Run 1, met1 routing:
Cells faint in the background.
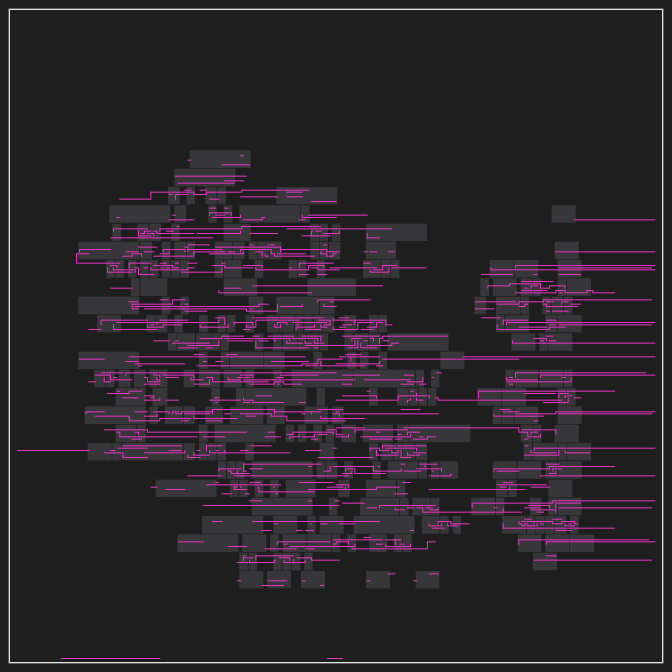
Run 1, the metal 2 layer:
Scale bar: 20 um.
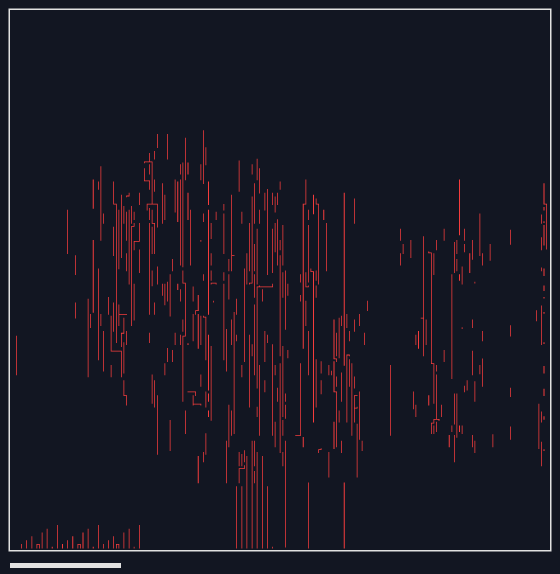
Run 1, M3 wires:
Scale bar: 20 um.
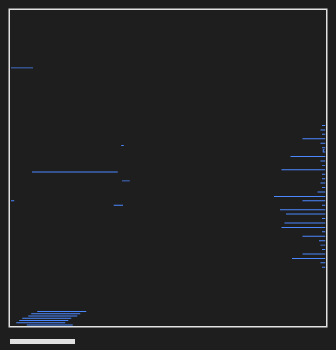
Run 1, wiring heat map:
Scale bar: 20 um. The die is cut into 19 by 19 equal tiles; dark purple is low, yellow is high, scaled to the fullest tile. Values are wire area over tile area, all layers added.
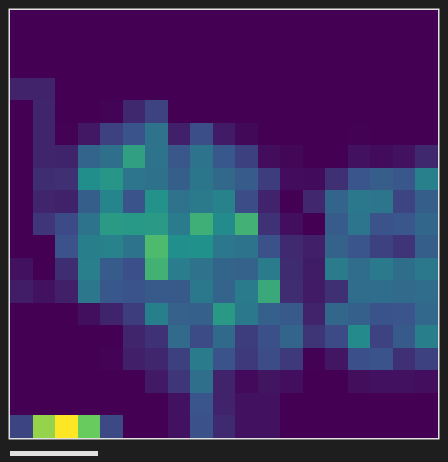
File: src/rtl/wb_flow_arbiter.sv
// Two-master Wishbone arbiter with bus lock, round-robin fairness and a
// stall watchdog. A master that stalls too long is aborted with an error
// and is locked out until it drops its cycle.

// Per-master bookkeeping: the lock-out flag and the ack/err gating.
module wb_flow_arbiter_port (
    input  logic clk,
    input  logic rst,
    input  logic cyc_i,
    input  logic granted_i,
    input  logic ack_i,
    input  logic timeout_i,
    output logic eligible_o,
    output logic ack_o,
    output logic err_o
);
    logic blocked_q, blocked_d;

    // Set on an abort while granted; cleared as soon as cyc is sampled low.
    always_comb begin
        blocked_d = cyc_i & (blocked_q | (granted_i & timeout_i));
    end

    // Lock-out flag register.
    always_ff @(posedge clk or posedge rst) begin
        if (rst) blocked_q <= 1'b0;
        else     blocked_q <= blocked_d;
    end

    assign eligible_o = cyc_i & ~blocked_q;
    assign ack_o      = granted_i & ack_i;
    // timeout_i already excludes an ack in the same cycle, so ack wins.
    assign err_o      = granted_i & timeout_i;
endmodule

module wb_flow_arbiter #(
    parameter int DATA_WIDTH = 8,
    parameter int ADDR_WIDTH = 1,
    parameter int TIMEOUT    = 1023
) (
    input  logic                  clk,
    input  logic                  rst,
    // master 0
    input  logic [ADDR_WIDTH-1:0] m0_adr_i,
    input  logic [DATA_WIDTH-1:0] m0_dat_i,
    output logic [DATA_WIDTH-1:0] m0_dat_o,
    input  logic                  m0_we_i,
    input  logic                  m0_stb_i,
    input  logic                  m0_cyc_i,
    output logic                  m0_ack_o,
    output logic                  m0_err_o,
    // master 1
    input  logic [ADDR_WIDTH-1:0] m1_adr_i,
    input  logic [DATA_WIDTH-1:0] m1_dat_i,
    output logic [DATA_WIDTH-1:0] m1_dat_o,
    input  logic                  m1_we_i,
    input  logic                  m1_stb_i,
    input  logic                  m1_cyc_i,
    output logic                  m1_ack_o,
    output logic                  m1_err_o,
    // shared slave
    output logic [ADDR_WIDTH-1:0] s_adr_o,
    output logic [DATA_WIDTH-1:0] s_dat_o,
    input  logic [DATA_WIDTH-1:0] s_dat_i,
    output logic                  s_we_o,
    output logic                  s_stb_o,
    output logic                  s_cyc_o,
    input  logic                  s_ack_i,
    // current grant, one-hot
    output logic [1:0]            gnt
);
    localparam logic [15:0] TIMEOUT_C = 16'(TIMEOUT);

    typedef enum logic [1:0] {
        IDLE   = 2'd0,
        GRANT0 = 2'd1,
        GRANT1 = 2'd2
    } state_e;

    typedef struct packed {
        logic [ADDR_WIDTH-1:0] adr;
        logic [DATA_WIDTH-1:0] dat;
        logic                  we;
        logic                  stb;
        logic                  cyc;
    } req_t;

    state_e      state_q, state_d;
    logic [1:0]  gnt_q, gnt_d;
    logic        prio_q, prio_d;
    logic [15:0] stall_q, stall_d;

    req_t [1:0]  req;
    req_t        sel;
    logic [1:0]  eligible;
    logic [1:0]  ack;
    logic [1:0]  err;
    logic        timeout_hit;

    assign req[0] = {m0_adr_i, m0_dat_i, m0_we_i, m0_stb_i, m0_cyc_i};
    assign req[1] = {m1_adr_i, m1_dat_i, m1_we_i, m1_stb_i, m1_cyc_i};

    // Slave-side mux: the granted master's request passes straight through,
    // everything is zero while idle (and immediately on reset).
    always_comb begin
        sel = '0;
        case (state_q)
            GRANT0:  sel = req[0];
            GRANT1:  sel = req[1];
            default: sel = '0;
        endcase
    end

    assign s_adr_o = sel.adr;
    assign s_dat_o = sel.dat;
    assign s_we_o  = sel.we;
    assign s_stb_o = sel.stb;
    assign s_cyc_o = sel.cyc;
    assign m0_dat_o = s_dat_i;
    assign m1_dat_o = s_dat_i;
    assign gnt      = gnt_q;

    // The counter holds the number of stalled cycles already seen, so the
    // abort lands on the stalled cycle after TIMEOUT of them.
    assign timeout_hit = (state_q != IDLE) & sel.stb & ~s_ack_i &
                         (stall_q == TIMEOUT_C);

    for (genvar n = 0; n < 2; n++) begin : g_port
        wb_flow_arbiter_port u_port (
            .clk        (clk),
            .rst        (rst),
            .cyc_i      (req[n].cyc),
            .granted_i  (gnt_q[n]),
            .ack_i      (s_ack_i),
            .timeout_i  (timeout_hit),
            .eligible_o (eligible[n]),
            .ack_o      (ack[n]),
            .err_o      (err[n])
        );
    end

    assign m0_ack_o = ack[0];
    assign m1_ack_o = ack[1];
    assign m0_err_o = err[0];
    assign m1_err_o = err[1];

    // Arbitration, bus lock, round-robin pointer and stall watchdog.
    always_comb begin
        state_d = state_q;
        prio_d  = prio_q;
        stall_d = stall_q;
        case (state_q)
            IDLE: begin
                stall_d = '0;
                if (eligible[0] && eligible[1])
                    state_d = prio_q ? GRANT1 : GRANT0;
                else if (eligible[0])
                    state_d = GRANT0;
                else if (eligible[1])
                    state_d = GRANT1;
            end
            GRANT0, GRANT1: begin
                if (timeout_hit || !sel.cyc) begin
                    // Always pass through IDLE; hand preference to the other side.
                    state_d = IDLE;
                    prio_d  = (state_q == GRANT0);
                    stall_d = '0;
                end else if (s_ack_i || !sel.stb) begin
                    stall_d = '0;
                end else if (stall_q != 16'hFFFF) begin
                    stall_d = stall_q + 16'd1;
                end
            end
            default: begin
                state_d = IDLE;
                stall_d = '0;
            end
        endcase
        case (state_d)
            GRANT0:  gnt_d = 2'b01;
            GRANT1:  gnt_d = 2'b10;
            default: gnt_d = 2'b00;
        endcase
    end

    // Arbiter state registers; reset lands in IDLE with master 0 preferred.
    always_ff @(posedge clk or posedge rst) begin
        if (rst) begin
            state_q <= IDLE;
            gnt_q   <= 2'b00;
            prio_q  <= 1'b0;
            stall_q <= '0;
        end else begin
            state_q <= state_d;
            gnt_q   <= gnt_d;
            prio_q  <= prio_d;
            stall_q <= stall_d;
        end
    end
endmodule

File: config.mk
export PLATFORM = sky130hd
export DESIGN_NAME = wb_flow_arbiter
export DESIGN_NICKNAME = d
export VERILOG_FILES = /design/src/rtl/wb_flow_arbiter.sv
export SDC_FILE = /design/constraint.sdc
export NUM_CORES = 1
export LEC_CHECK = 0
export ABC_AREA = 1
export ABC_CLOCK_PERIOD_IN_PS = 3400
export CAP_MARGIN = 25
export CORE_MARGIN = 10
export CORE_UTILIZATION = 30
export CTS_CLUSTER_DIAMETER = 40
export DETAILED_ROUTE_END_ITERATION = 6
export PLACE_DENSITY = 0.59
export REMOVE_ABC_BUFFERS = 1
export SYNTH_ARGS = -nofsm -noshare
export SYNTH_HDL_FRONTEND = slang
export SYNTH_SLANG_ARGS = --single-unit
File: constraint.sdc
create_clock -name clk -period 3.4 [get_ports clk]
set_input_delay 0.51 -clock clk [delete_from_list [all_inputs] [get_ports clk]]
set_output_delay 0.51 -clock clk [all_outputs]
set_load 0.01 [all_outputs]
==> notes.md, run 1 <==
Implementation results.

The clock tree from TritonCTS is built. The average size of a mapped cell is 6.86 um2. Yosys stat counts between 200 and 300 cells in the synthesized netlist. The proportion of power drawn by combinational gates is around half. The combinational power is roughly 500 uW. After synthesis the netlist holds a flip-flop and latch count of 23.

The script extracted a total leakage power of between 0.9 and 1 nW. The slew at the pin with the worst max-slew slack is ~0.9 ns. In this run, the synthesized area fraction spent on xor and xnor cells is recorded as 1.48%. The vias per cell is about 4.6.

Per report_power, the sequential group accounts for between 30% and 40% of the total. Registers take around 580 um2. The net switching power is roughly 400 uW.

The data required time at the worst endpoint is around 2.9 ns. IR analysis of the VDD net gives a maximum drop of approximately 0.00018 V. The flow reports power dissipated in sequential cells as between 300 and 400 uW. The initial standard-cell utilization of the core is around a third. The worst hold path passes through 2 cells.

Clock network power for this build is ~180 uW. Routability-driven placement finished with a final weighted congestion of ~0.83. Pin placement for this block handled slightly below 70 I/O pins. The layout sequential cell count is 23. The start of the worst register-to-register path is state_q[1]$_DFF_PP0_.

The overall die size recorded for this design is approximately 0.0094 mm2. The initial antenna violation count is 0. The worst path setup slack after routing is 0.600 ns.

Total power normalized to cell area comes to around 450 mW/mm2. The prevailing logic family in the synthesized netlist is simple AND/OR/NAND/NOR gates. The slew check shows that the tightest pin keeps a relative margin of 39.4%.

The total inserted antenna cells is 0. The maximum number of pins on one net before global-route repair is 24. For the completed layout, the total cell area is recorded as 0.00222 mm2. The flow ran to the end, and the final reports show no timing, DRC or antenna violations. The report lists the number of cells resized after CTS as 0. Counting distinct cell types in the post-synthesis netlist gives 31.

The fraction of final layout cells with drive strength greater than 1 is approximately 9%. After legalization and detailed placement, the total HPWL measured around 3700 um. The power report lists cell-internal power as 595 uW.

Once layout is complete, the cells apart from fillers number between 300 and 400.
Notes on 'met1 routing' above:
- share of all routed wire: 52%
- main direction: horizontal
- nets with wire on the layer: 296
- longest straight run: 31.3 um
routed wire length: 4660 um
total number of vias: 1641
met1 routing resource usage after global routing: 13.5%

Notes on 'the metal 2 layer' above:
- wire length on this layer: 1880 um
- nets with wire on the layer: 249
- share of all routed wire: 40%
- longest straight run: 30.9 um
- main direction: vertical
met2 Use GR: 14.0%

Notes on 'M3 wires' above:
- longest straight run: 26.0 um
- share of all routed wire: 6.1%
met3 track demand over resource: 2.77%

Notes on 'wiring heat map' above:
- nearly empty tiles: 44%
- tiles over half the peak: 4.2%
- fullest tile: 0.53
overall fraction of global-route tracks in use: 9.70%
Wirelength per Cell: 13.0 um

==> run 1: placed cells by master (no fill, tap or decap), drive strengths merged <==
cell type       n
a21oi          12
a31oi           1
buf             2
clkbuf          3
clkdlybuf4s50  44
clkinv          1
clkinvlp        1
dfrtp          23
ha              5
inv            34
nand2          76
nand3          21
nand3b          4
nand4           1
nor2           38
nor3            6
nor3b           3
o21a            2
o21ai           6
o21bai          1
xor2            3
==> run 1: final timing paths <==
| check | to | slack [ns] |
|---|---|---|
| worst max register to register | stall_q[2]$_DFFE_PP0P_ | 1.27 |
| worst min-delay path | prio_q$_DFFE_PP0P_ | 0.49 |
| worst min register to register | prio_q$_DFFE_PP0P_ | 0.49 |
| min in group asynchronous | stall_q[0]$_DFFE_PP0P_ | 0.73 |
| worst max-delay path | m1_err_o | 0.60 |
| max in group asynchronous | stall_q[12]$_DFFE_PP0P_ | 2.11 |
==> run 1: critical path, cell delays in order (launching register included) <==
cell,delay (ns)
dfrtp_1,0.44
inv_1,0.10
ha_1,0.16
buf_4,0.19
nand2_1,0.07
nand2_1,0.10
nand3_1,0.13
nor2_1,0.15
inv_1,0.06
nor2_1,0.08
clkdlybuf4s50_1,0.54
==> run 1: flip-flops by register name, indices dropped and copies added, names as in the netlist <==
signal / count
stall_q: 16
state_q: 2
gnt: 2
prio_q: 1
g_port.u_port.blocked_q: 2
==> run 1: metal layers <==
| layer | vias to the layer above | share of wire [%] | GRT usage (%) |
|---|---|---|---|
| li1 | 843 | - | - |
| met5 | - | 0 | 0 |
| met3 | 5 | 6.1 | 2.77 |
| met2 | 59 | 40 | 14.0 |
| met1 | 734 | 52 | 13.5 |
| met4 | 0 | 1.1 | 2.71 |
## Run 2: what changed since run 1
ABC_CLOCK_PERIOD_IN_PS = 2850   (was 3400)
clock period = 2.85 ns   (was 3.4 ns; I/O delays follow)
Run 2, wiring heat map:
Scale bar: 20 um. The die is cut into 19 by 19 equal tiles; dark purple is low, yellow is high, scaled to the fullest tile. Values are wire area over tile area, all layers added.
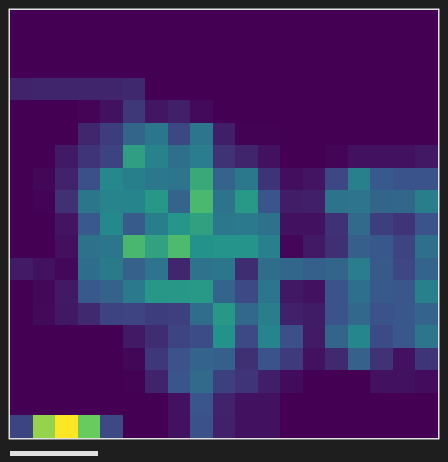
overall fraction of global-route tracks in use: 9.92%
Wirelength per Cell: 12.9 um
routed wire length: 4670 um
total number of vias: 1640

==> run 2 against run 1 <==
  * Sequential power up 19%
  * Synthesized cell count unchanged
  * Power is 22% higher
  * Wire length increased by 0.13%
  * Final cell count grew 0.84%
  * Sequential share of layout area is 0.25 points lower
  * Via count about the same
  * Largest cell class unchanged
==> notes.md, run 2 <==
Implementation results.

The sum of net half-perimeters after detailed placement is 3670 um (was 3690 um). The family with the most delay on the worst path is buffers and inverters (unchanged). The final RePlAce weighted congestion was 0.837 (was 0.825). The flip-flop count of the largest register, all copies and words added is 16 (unchanged).

Run status: complete, no violations (unchanged). The end point of the most critical hold path is g_port[1].u_port.blocked_q$_DFF_PP0_ (was prio_q$_DFFE_PP0P_). The average size of a mapped cell came to 6.86 um2 (unchanged). The count of distinct cell types in the synthesized netlist is 31 (unchanged). The initial antenna violation count came to 0 (unchanged).

The worst slew slack as a fraction of its limit is 39.6% (was 39.4%). The number of buffers and inverters on the critical path is 3 (was 4). The post-layout instance area is 0.00224 mm2 (was 0.00222 mm2). The most frequently placed logic cell in the final layout is nand2_1 (unchanged). Dominant logic cell types in the final layout: 70 x nand2_1, 44 x clkdlybuf4s50_1, 33 x nor2_1, 29 x inv_1, 23 x dfrtp_1 (was 70 x nand2_1, 44 x clkdlybuf4s50_1, 34 x nor2_1, 29 x inv_1, 23 x dfrtp_1). The data required time at the worst endpoint was 2.42 ns (was 2.89 ns). The slew at the pin with the worst max-slew slack is 0.904 ns (was 0.907 ns).

The overall die area is 0.00941 mm2 (unchanged). The worst vdd rail ir drop is 0.000313 V (was 0.000182 V). The clock tree from TritonCTS is built (unchanged). The vias per cell is 4.53 (was 4.57).

The yosys cell count is 259 (unchanged). Sequence of cells on the critical path: inv_1 -> ha_1 -> nand3_1 -> nor2_1 -> inv_1 -> nor2_1 -> clkdlybuf4s50_1 (was inv_1 -> ha_1 -> buf_4 -> nand2_1 -> nand2_1 -> nand3_1 -> nor2_1 -> inv_1 -> nor2_1 -> clkdlybuf4s50_1). The leakage power figure was 1.01 nW (was 0.990 nW). The count of boundary I/O pins is 69 (unchanged). The fraction of final layout cells with drive strength greater than 1 is 10.0% (was 9.06%).

The power consumed by the clock network is 202 uW (was 179 uW). The total cell area at the placement stage is 0.00217 mm2 (unchanged). The start of the worst register-to-register path is state_q[1]$_DFF_PP0_ (unchanged).

The sequential power is 380 uW (was 319 uW). The count of state elements after synthesis was 23 (unchanged). The internal power is 735 uW (was 595 uW). The initial standard-cell utilization of the core is 31.5% (unchanged). The setup slack of the worst register-to-register path came to 0.70 ns (was 1.27 ns). The net switching power was 475 uW (was 401 uW). The cell with the biggest individual delay on the critical path is clkdlybuf4s50_1 (unchanged). The proportion of power drawn by combinational gates is 52.0% (was 50.0%). The combinational power was 629 uW (was 498 uW).

The longest individual stage delay on the worst path was 0.55 ns (was 0.54 ns).
==> run 2: cell count changes in the layout (fill, tap and decap cells not counted), sizes merged <==
cell	change
buf	+3
clkinvlp	-1
clkbuf	+1
==> run 2: layer usage <==
layer	vias up	GRT usage, %	wire length (um)
met2	70	15.1	1900
met5	-	0	0
met3	5	2.70	300
met1	715	13.4	2430
li1	850	-	-
met4	0	2.59	38
==> run 2: worst reg2reg max path: stages, from the launching register on <==
cell and delay, ns:
dfrtp_1 0.42, inv_1 0.08, ha_1 0.47, inv_2 0.19, a21oi_4 0.23, nand3_2 0.29
inv_2 0.18, nand2_2 0.10, o21ai_1 0.11
==> run 2: kinds of logic after synthesis <==
logic type,Yosys count,synth area share (%)
xor gates and xnor gates,3,1.48
AOI/OAI and AO/OA,22,7.32
adders and majority gates,5,3.52
and+or+nand+nor,149,39.3
buffers and inverters,57,16.0
DFF,23,32.4
==> run 2: final cells by class <==
cell class | count | area, um2
fill | 578 | 3400
tap | 72 | 90.1
multi-input combinational | 179 | 920
timing repair buffer | 49 | 478
clock buffer | 4 | 45.0
sequential | 23 | 576
inverter | 35 | 131
==> run 2: how the worst max path moves through the flow <==
stage | cells past startpoint | endpoint
2_1_floorplan | 8 | m0_err_o
4_1_cts | 7 | m1_err_o
6_report | 7 | m1_err_o
5_1_grt | 7 | m1_err_o
3_3_place_gp | 8 | m1_err_o
3_5_place_dp | 8 | m1_err_o
==> run 2: stage by stage <==
step	util [%]	setup slack, ns	hold slack (ns)	std cells
final	39.7	0.154	0.499	362
after detailed placement	38.5	0.395	0.481	355
after global placement	38.5	0.400	0.474	355
after CTS	39.3	0.110	0.500	359
after floorplan	-	1.03	0.429	237
after global routing	39.7	0.000154	0.524	362
## Run 3: what changed since run 2
ABC_CLOCK_PERIOD_IN_PS = 2300   (was 2850)
PLACE_DENSITY = 0.61   (was 0.59)
clock period = 2.3 ns   (was 2.85 ns; I/O delays follow)
Run 3, met1 routing:
Cells faint in the background.
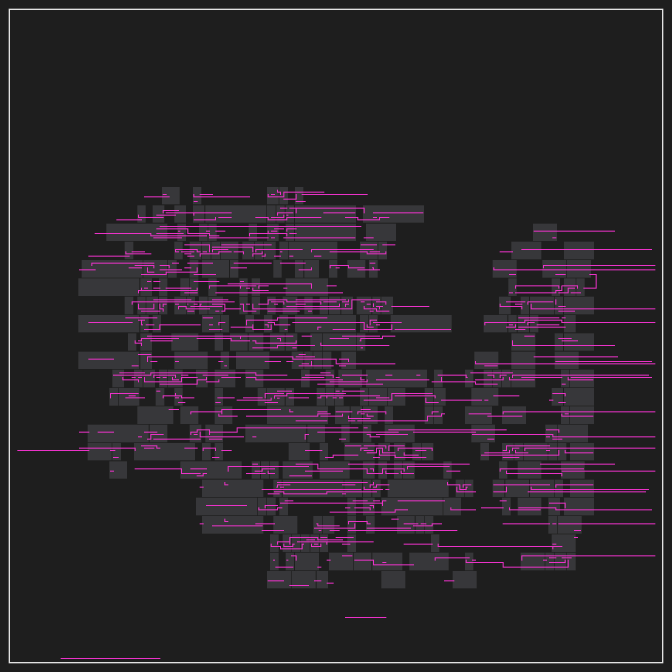
- nets with wire on the layer: 299
- longest straight run: 29.9 um
- wire length on this layer: 2320 um
- main direction: horizontal
met1 routing resource usage after global routing: 13.1%
routed wire length: 4630 um

==> run 3 against run 2 <==
  * Power rose by 25%
  * First-iteration DRC count rose by 26%
  * Via count rose by 4.3%
  * Core utilization rose by 1.4 points
  * Combinational power rose by 28%
  * Sequential share of layout area fell by 0.89 points
  * Clock-buffer cell count did not move
  * Sequential power rose by 21%
  * Design area rose by 3.6%
  * Largest power group unchanged
==> notes.md, run 3 <==
Implementation results.

Run status: complete, no violations (unchanged). The count of distinct cell types in the synthesized netlist is 31 (unchanged). The quantity of gates resized following cts is 3 (was 0). Sequence of cells on the critical path: inv_1 -> ha_1 -> inv_2 -> a21oi_1 -> clkdlybuf4s50_1 (was inv_1 -> ha_1 -> nand3_1 -> nor2_1 -> inv_1 -> nor2_1 -> clkdlybuf4s50_1).

The yosys cell count came to 259 (unchanged). The count of buffers from port buffering is 44 (unchanged). Leading post-synthesis cells by cell area: dfrtp_1 32%, nand2_1 15%, buf_4 8.0% (unchanged). The total inserted antenna cells was 0 (unchanged).

The longest individual stage delay on the worst path is 0.56 ns (was 0.55 ns). The start of the worst register-to-register path was state_q[0]$_DFF_PP0_ (was state_q[1]$_DFF_PP0_). The overall die area is 0.00941 mm2 (unchanged). The vias per cell is 4.62 (was 4.53). The fraction of final layout cells with drive strength greater than 1 was 13.4% (was 10.0%). The count of state elements after synthesis is 23 (unchanged). The setup slack of the worst register-to-register path is 0.45 ns (was 0.70 ns). The overall fraction of global-route tracks in use is 9.67% (was 9.92%). The met2 usage is 14.2% (was 15.1%). The worst setup path endpoint was s_dat_o[5] (was m1_err_o). The worst slew slack as a fraction of its limit was 75.8% (was 39.6%). The slew at the pin with the worst max-slew slack is 0.362 ns (was 0.904 ns). The count of boundary I/O pins is 69 (unchanged). The flip-flop count of the largest register, all copies and words added is 16 (unchanged). The total length of routed met2 wires came to 1900 um (unchanged). The final RePlAce weighted congestion came to 0.865 (was 0.837).

The global routing usage on met3 is 3.69% (was 2.70%). The final-layout fill cell count is 595 (was 578). The area used by sequential logic in the layout was 576 um2 (unchanged). The length of routed wiring on met1 is 2320 um (was 2430 um).

The most utilized layer in the global route result is met2 (unchanged). The top-area cell type share of the netlist area came to 32.4% (unchanged). The maximum number of pins on one net before global-route repair is 24 (unchanged). The worst slack at placement is 0.0703 ns (was 0.395 ns). The routed length per instance was 12.5 um (was 12.9 um).

The destination of the worst register-to-register timing path is stall_q[5]$_DFFE_PP0P_ (was stall_q[2]$_DFFE_PP0P_). The leakage power figure came to 1.19 nW (was 1.01 nW). Dominant logic cell types in the final layout: 70 x nand2_1, 34 x clkdlybuf4s50_1, 33 x nor2_1, 29 x inv_1, 23 x dfrtp_1 (was 70 x nand2_1, 44 x clkdlybuf4s50_1, 33 x nor2_1, 29 x inv_1, 23 x dfrtp_1). The initial standard-cell utilization of the core was 31.5% (unchanged). The clock tree from TritonCTS is built (unchanged).

The most frequently placed logic cell in the final layout is nand2_1 (unchanged). The data required time at the worst endpoint is 1.96 ns (was 2.42 ns). The largest register by flop count is stall_q (unchanged). The average size of a mapped cell came to 6.86 um2 (unchanged).

The worst path setup slack after routing was 0.0999 ns (was 0.154 ns). The combinational gate area came to 922 um2 (was 920 um2). The initial antenna violation count is 0 (unchanged). The power per standard cell area is 652 mW/mm2 (was 541 mW/mm2). The worst path uses between 90% and 100% of the clock period. The routed length on met3 was 373 um (was 300 um). The worst vdd rail ir drop is 0.000416 V (was 0.000313 V).
run 3: cell types whose count changed in the layout (fill, tap and decap cells not counted):
cell and delta:
ha_1 -1, clkdlybuf4s50_1 -10, clkbuf_2 +2, dlymetal6s2s_1 +8, ha_2 +1, buf_6 +2, buf_4 +6
run 3: layout make-up:
class / count / area share (%)
Clock buffer: 4 / 1.94
Sequential cell: 23 / 24.8
Multi-Input combinational cell: 179 / 39.8
Tap cell: 72 / 3.88
Timing Repair Buffer: 57 / 23.9
Inverter: 35 / 5.66
run 3: cells by family (layout without fill, tap and decap cells):
kind of cell / Yosys count / in the layout / share of synthesized area [%]
simple gates: 149 / 149 / 39.3
fa+ha+maj: 5 / 5 / 3.52
buf+inv: 57 / 96 / 16.0
compound gates: 22 / 22 / 7.32
flops: 23 / 23 / 32.4
xor+xnor: 3 / 3 / 1.48
run 3: per-stage QoR:
stage / std cells / power [mW] / hold WS, ns / cell area (um2) / util [%]
2_1_floorplan: 237 / 0.873 / 0.347 / 1620 / -
3_3_place_gp: 366 / 1.28 / 0.468 / 2250 / 39.9
3_5_place_dp: 366 / 1.29 / 0.476 / 2250 / 39.9
4_1_cts: 370 / 1.55 / 0.426 / 2300 / 40.7
5_1_grt: 370 / 1.64 / 0.439 / 2320 / 41.1
6_report: 370 / 1.51 / 0.420 / 2320 / 41.1
run 3: where the power goes:
group	switching, mW	total (mW)	internal, mW
sequential	0.0193	0.459	0.440
clock	0.124	0.248	0.123
combinational	0.441	0.805	0.364
run 3: critical path: cells and delay by family (launching register included):
| kind | cells | cell delay, ns |
|---|---|---|
| buffers and inverters | 3 | 0.76 |
| AND-OR/OR-AND | 1 | 0.14 |
| adder cells (fa/ha/maj) | 1 | 0.34 |
| flip-flops | 1 | 0.35 |
Power and IR drop assume default switching activity.
